<file path="src/rtl/instr_seq_ctrl.sv">
// Fetch/decode/execute sequencer for the 4-bit instruction register.
// One-hot FSM; every output is a flop, an OR of flops, or a documented input gate.
module instr_seq_ctrl #(
    parameter int ACK_TIMEOUT = 15
) (
    input  logic       MainClock,
    input  logic       ResetN,
    input  logic       Run,
    input  logic       MemAck,
    input  logic [3:0] ToInstr,
    input  logic       ZeroFlag,
    output logic       MemRead,
    output logic       LatchInstrReg,
    output logic       ClearInstrReg,
    output logic       EnableInstrReg,
    output logic       PCInc,
    output logic       PCLoad,
    output logic       AccLoad,
    output logic [2:0] AluOp,
    output logic       Halted,
    output logic       IllegalOp,
    output logic       BusFault
);

    localparam int I_IDLE   = 0;
    localparam int I_FETCH  = 1;
    localparam int I_LATCH  = 2;
    localparam int I_DECODE = 3;
    localparam int I_EXEC   = 4;
    localparam int I_HALT   = 5;

    typedef enum logic [5:0] {
        S_IDLE   = 6'b000001,
        S_FETCH  = 6'b000010,
        S_LATCH  = 6'b000100,
        S_DECODE = 6'b001000,
        S_EXEC   = 6'b010000,
        S_HALT   = 6'b100000
    } state_t;

    localparam logic [3:0] TIMEOUT_LAST = 4'(ACK_TIMEOUT - 1);

    state_t     state_reg,   state_next;
    logic [3:0] cnt_reg,     cnt_next;
    logic       run_prev_reg;
    logic       restart_reg, restart_next;
    logic       clear_reg,   clear_next;
    logic       fault_reg,   fault_next;
    // The opcode is captured in DECODE in already-decoded form, so EXEC
    // strobes come straight from flops.
    logic       en_reg,      en_next;
    logic       acc_reg,     acc_next;
    logic [2:0] alu_reg,     alu_next;
    logic       jmp_reg,     jmp_next;
    logic       jz_reg,      jz_next;
    logic       ill_reg,     ill_next;

    always_ff @(posedge MainClock or negedge ResetN) begin
        if (!ResetN) begin
            state_reg    <= S_IDLE;
            cnt_reg      <= 4'd0;
            run_prev_reg <= 1'b0;
            restart_reg  <= 1'b0;
            clear_reg    <= 1'b0;
            fault_reg    <= 1'b0;
            en_reg       <= 1'b0;
            acc_reg      <= 1'b0;
            alu_reg      <= 3'd0;
            jmp_reg      <= 1'b0;
            jz_reg       <= 1'b0;
            ill_reg      <= 1'b0;
        end else begin
            state_reg    <= state_next;
            cnt_reg      <= cnt_next;
            run_prev_reg <= Run;
            restart_reg  <= restart_next;
            clear_reg    <= clear_next;
            fault_reg    <= fault_next;
            en_reg       <= en_next;
            acc_reg      <= acc_next;
            alu_reg      <= alu_next;
            jmp_reg      <= jmp_next;
            jz_reg       <= jz_next;
            ill_reg      <= ill_next;
        end
    end

    always_comb begin
        state_next   = state_reg;
        cnt_next     = cnt_reg;
        restart_next = 1'b0;
        clear_next   = 1'b0;
        fault_next   = 1'b0;
        en_next      = 1'b0;
        acc_next     = 1'b0;
        alu_next     = 3'd0;
        jmp_next     = 1'b0;
        jz_next      = 1'b0;
        ill_next     = 1'b0;
        case (state_reg)
            S_IDLE: begin
                if (restart_reg || Run) state_next = S_FETCH;
            end
            S_FETCH: begin
                if (MemAck) begin
                    state_next = S_LATCH;
                    cnt_next   = 4'd0;
                end else if (cnt_reg == TIMEOUT_LAST) begin
                    state_next = S_IDLE;
                    cnt_next   = 4'd0;
                    fault_next = 1'b1;
                    clear_next = 1'b1;
                end else begin
                    cnt_next = cnt_reg + 4'd1;
                end
            end
            S_LATCH: state_next = S_DECODE;
            S_DECODE: begin
                state_next = S_EXEC;
                case (ToInstr)
                    4'h0: ;
                    4'h1, 4'h2, 4'h3, 4'h4, 4'h5: begin
                        en_next  = 1'b1;
                        acc_next = 1'b1;
                        alu_next = 3'(ToInstr - 4'd1);
                    end
                    4'h6: begin
                        en_next  = 1'b1;
                        jmp_next = 1'b1;
                    end
                    4'h7: begin
                        en_next = 1'b1;
                        jz_next = 1'b1;
                    end
                    4'hF: state_next = S_HALT;
                    default: ill_next = 1'b1;
                endcase
            end
            S_EXEC: state_next = Run ? S_FETCH : S_IDLE;
            S_HALT: begin
                // Only a fresh rising edge of Run restarts; a held level does not.
                if (Run && !run_prev_reg) begin
                    state_next   = S_IDLE;
                    restart_next = 1'b1;
                    clear_next   = 1'b1;
                end
            end
            default: state_next = S_IDLE;
        endcase
    end

    assign MemRead        = state_reg[I_FETCH];
    assign LatchInstrReg  = state_reg[I_LATCH];
    assign PCInc          = state_reg[I_LATCH];
    assign Halted         = state_reg[I_HALT];
    assign ClearInstrReg  = clear_reg | ~ResetN;
    assign BusFault       = fault_reg;
    assign EnableInstrReg = en_reg;
    assign AccLoad        = acc_reg;
    assign AluOp          = alu_reg;
    assign IllegalOp      = ill_reg;
    // JZ must see ZeroFlag during EXEC itself, so this one strobe gates an input.
    assign PCLoad         = jmp_reg | (jz_reg & ZeroFlag);

    logic unused_idx;
    assign unused_idx = state_reg[I_IDLE] ^ state_reg[I_DECODE] ^ state_reg[I_EXEC];

endmodule

</file>
<file path="config.mk">
export PLATFORM = sky130hd
export DESIGN_NAME = instr_seq_ctrl
export DESIGN_NICKNAME = d
export VERILOG_FILES = /design/src/rtl/instr_seq_ctrl.sv
export SDC_FILE = /design/constraint.sdc
export NUM_CORES = 1
export LEC_CHECK = 0
export CAP_MARGIN = 20
export CORE_AREA = 4 4 53 55
export DETAILED_ROUTE_END_ITERATION = 8
export DIE_AREA = 0 0 57 59
export GPL_TIMING_DRIVEN = 0
export PLACE_DENSITY_LB_ADDON = 0.2
export SKIP_CTS_REPAIR_TIMING = 1
export SYNTH_ARGS = -nofsm -noshare
export SYNTH_HDL_FRONTEND = slang
export SYNTH_SLANG_ARGS = --single-unit
</file>
<file path="constraint.sdc">
create_clock -name MainClock -period 1.65 [get_ports MainClock]
set_input_delay 0.4125 -clock MainClock [delete_from_list [all_inputs] [get_ports MainClock]]
set_output_delay 0.4125 -clock MainClock [all_outputs]
set_load 0.05 [all_outputs]
</file>
Cell classes on the final placement:
Scale: 4 px per um.
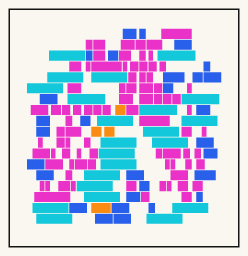
legend:
  blue:
    class: remaining buffers and delay cells
    cells: 29
    share_of_their_area: 20%
  orange:
    class: clock drivers and dummy loads
    cells: 4
    share_of_their_area: 2.4%
  magenta:
    class: combinational and other logic
    cells: 82
    share_of_their_area: 41%
  cyan:
    class: sequential cells
    cells: 22
    share_of_their_area: 37%

==> results.py <==
# Flow results
metrics = {
    "critical_path": {
        "slowest_delay_ps": 450,
        "worstPathBufferInverterCount": 2,
        "regToRegStartpoint": "state_reg[1]",
        "r2r_cells": 4,
        "critPathRequiredTime_ps": 1240,
        "crit_path_cell_trace": "clkdlybuf4s50_1 -> a21o_1 -> clkbuf_4",
        "worstPathMaxFanout": 1,
        "crit_type": "in2out",
        "end_kind": "output pin",
        "crit_arrival_ps": 1190,
        "critPathLaunchType": "input pin",
        "crit_path_top_delay_cell": "clkdlybuf4s50_1",
        "crit_family": "buffers and inverters",
        "reg2reg_setup_slack_ps": 50,
        "r2r-end": "EnableInstrReg",
    },
    "placement": {
        "port_buffers": 21,
        "hpwl_um": 1610,
        "place_area_sq_mm": 0.00140,
        "gp_congestion": 0.902,
        "post-place-cells": 158,
    },
    "floorplan": {
        "die-width_um": 57,
        "core_sq_mm": 0.00239,
        "rows": 18,
        "die_height_um": 59,
        "chip_area_sq_mm": 0.00336,
        "ios": 22,
        "initial_utilization_pct": 48.2,
    },
    "power_and_ir_drop": {
        "clockPowerShare_pct": 17.6,
        "netSwitchingPower_uw": 579,
        "irDropWorstVdd_mv": 0.619,
        "switching_share_pct": 36.0,
        "seqPwrFrac_pct": 44.1,
        "fin_total_pwr_uw": 1610,
        "power.density_mw_per_mm2": 1060,
        "p_leak_uw": 0.000871,
        "p_int_uw": 1030,
        "power_frac_comb_pct": 38.3,
    },
    "yosys": {
        "ff_type": "dfrtp_1",
        "ys_async_sr_fraction_pct": 100,
        "synth_cell_type_count": 45,
        "yosys-stat-area_sq_mm": 0.00115,
        "syn_area_per_cell_sq_um": 10.8,
        "synth_flops": 22,
        "synth_nets": 122,
        "yosys-top-cells-area": "dfrtp_1 (46%), ha_1 (6.5%), nor4_4 (3.7%), dfstp_2 (2.3%), nand2b_1 (2.2%)",
        "ys_seq_share_pct": 47.9,
        "ys_cells": 107,
        "top_area_share_pct": 45.7,
        "synth_area_sq_mm": 0.00115,
        "yosys.area.top_type": "dfrtp_1",
        "edf_count": 0,
        "yosysWarningCount": 0,
        "synth_cells": 107,
    },
    "cells_and_area": {
        "fill_cells": 220,
        "flop_area_sq_um": 556,
        "n_antenna_cell": 0,
        "comb_area_sq_um": 582,
        "final_cell_mix": "dfrtp_1 (18), dlymetal6s2s_1 (11), nor2_1 (6)",
        "final_nets": 153,
        "drive_gt1_share_pct": 24.1,
        "area_delta_synth_final_pct": 32.4,
        "stdcell_count": 167,
        "design_area_sq_mm": 0.00152,
        "lay_top_count": "dfrtp_1",
        "largest_reg_flops": 6,
    },
    "timing": {
        "worst_pin_slew_ps": 513,
        "fin_worst_skew_ps": 11.9,
        "fmax_ghz": 0.625,
        "holdWs_ps": 59.2,
        "max_slew_margin_pct": 65.7,
        "period_used_pct": 96.9,
        "setup_viol": 0,
        "rsz0062_at_grt": "no",
        "hold_violations": 0,
        "slew_violations": 0,
        "tns_ps": 0,
        "period_needed_ps": 1600,
    },
    "clocking": {
        "cts_tree": "built",
        "cts_buffers": 3,
        "cts_root_buf": "clkbuf_4",
        "clk_pin_slew_ps": 120,
        "cts_buffer_depth": 2,
        "cts_sinks": 22,
        "clock_latency_ps": 300,
        "htreeDepth": 1,
    },
    "flow_run": {
        "cap_violations": 0,
        "tool_warnings": 30,
    },
    "route": {
        "first_pass_iters": 4,
        "wl_per_cell_um": 13.5,
        "wirelength_um": 2250,
        "drt_iter0_markers": 24,
        "antenna_left": 0,
        "via_count": 913,
        "avgViaCountPerCell": 5.47,
        "drc_errors": 0,
    },
    "global_route": {
        "grt_max_degree": 24,
        "grt_remaining_overflow": 0,
        "grt_usage_pct": 13.5,
        "antenna_found_initial": 0,
        "grt_pass1_wl_um": 3660,
        "grt_pass1_vias": 854,
    },
    "outcome": {
        "status": "finished clean",
    },
    "hold_path": {
        "hold_class": "in2async",
    },
}
Signal wires by layer:
Scale: 4 px per um.
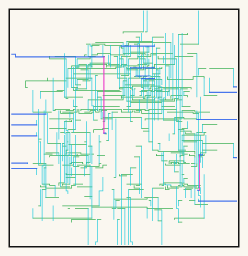
legend:
  cyan:
    layer: metal 2
    wire_length: 1,170 um
  blue:
    layer: metal 3
    wire_length: 104 um
  magenta:
    layer: metal 4
    wire_length: 27.9 um
  green:
    layer: metal 1
    wire_length: 950 um

through the flow:
step	util [%]	setup WS [ps]
3_3_place_gp	58.8	-1260
3_5_place_dp	58.8	-1290
4_1_cts	60.3	-1290
6_report	63.8	50.9
2_1_floorplan	-	40.4
5_1_grt	63.8	6.81
Yosys cell counts, types with 2 or more instances:
cell and n:
o21ai_0 2, nor2_1 6, nor4b_1 2, nor4_4 2, nand3_1 4, inv_1 5, a21o_1 3, dfrtp_1 21
nand2_1 6, nor2b_1 4, nor3_1 2, ha_1 6, a31oi_1 2, a21oi_1 4, and2_1 2, nand2b_1 4
o21ai_1 4
area by class of cell:
type	count	share of cell area, %
Multi-Input combinational cell	76	38.2
Clock buffer	4	2.38
Sequential cell	22	36.5
Timing Repair Buffer	26	17.2
Inverter	6	1.48
Tap cell	30	2.46
Buffer	3	1.81
worst register-to-register path, stage by stage (launching register included):
cell,delay [ps]
dfrtp_2,470
nor2_2,250
nand4b_1,230
or3_4,450
o41ai_1,80
metal layers:
layer  track usage [%]  part of all wire [%]
met1              16.2                    42
met2              24.3                    52
met3              3.05                   4.6
met4              4.30                   1.2
met5                 0                     0
logic make-up (layout without fill, tap and decap cells):
| logic type | count (synthesis) | after routing | synth area share, % |
|---|---|---|---|
| XOR/XNOR | 1 | 1 | 0.761 |
| flip-flops | 22 | 22 | 47.9 |
| buffers and inverters | 9 | 39 | 4.35 |
| AND-OR/OR-AND | 24 | 24 | 13.8 |
| adder cells (fa/ha/maj) | 6 | 6 | 6.52 |
| AND/OR/NAND/NOR | 45 | 45 | 26.6 |
power groups by stage:
| stage | clock network (uW) | registers, uW | logic, uW |
|---|---|---|---|
| after detailed placement | 0 | 717 | 569 |
| final | 283 | 709 | 616 |
| after CTS | 290 | 707 | 571 |
| after global placement | 0 | 715 | 559 |
| after floorplan | 0 | 760 | 367 |
| after global routing | 321 | 724 | 678 |
how the worst max path moves through the flow:
stage / startpoint / to / depth (start not counted)
finish: ZeroFlag / PCLoad / 3
global route: state_reg[1] / MemRead / 1
CTS: ResetN / ClearInstrReg / 3
detailed placement: ResetN / ClearInstrReg / 3
global placement: ResetN / ClearInstrReg / 3
floorplan: state_reg[2] / clear_reg / 4
Power and IR drop assume default switching activity.
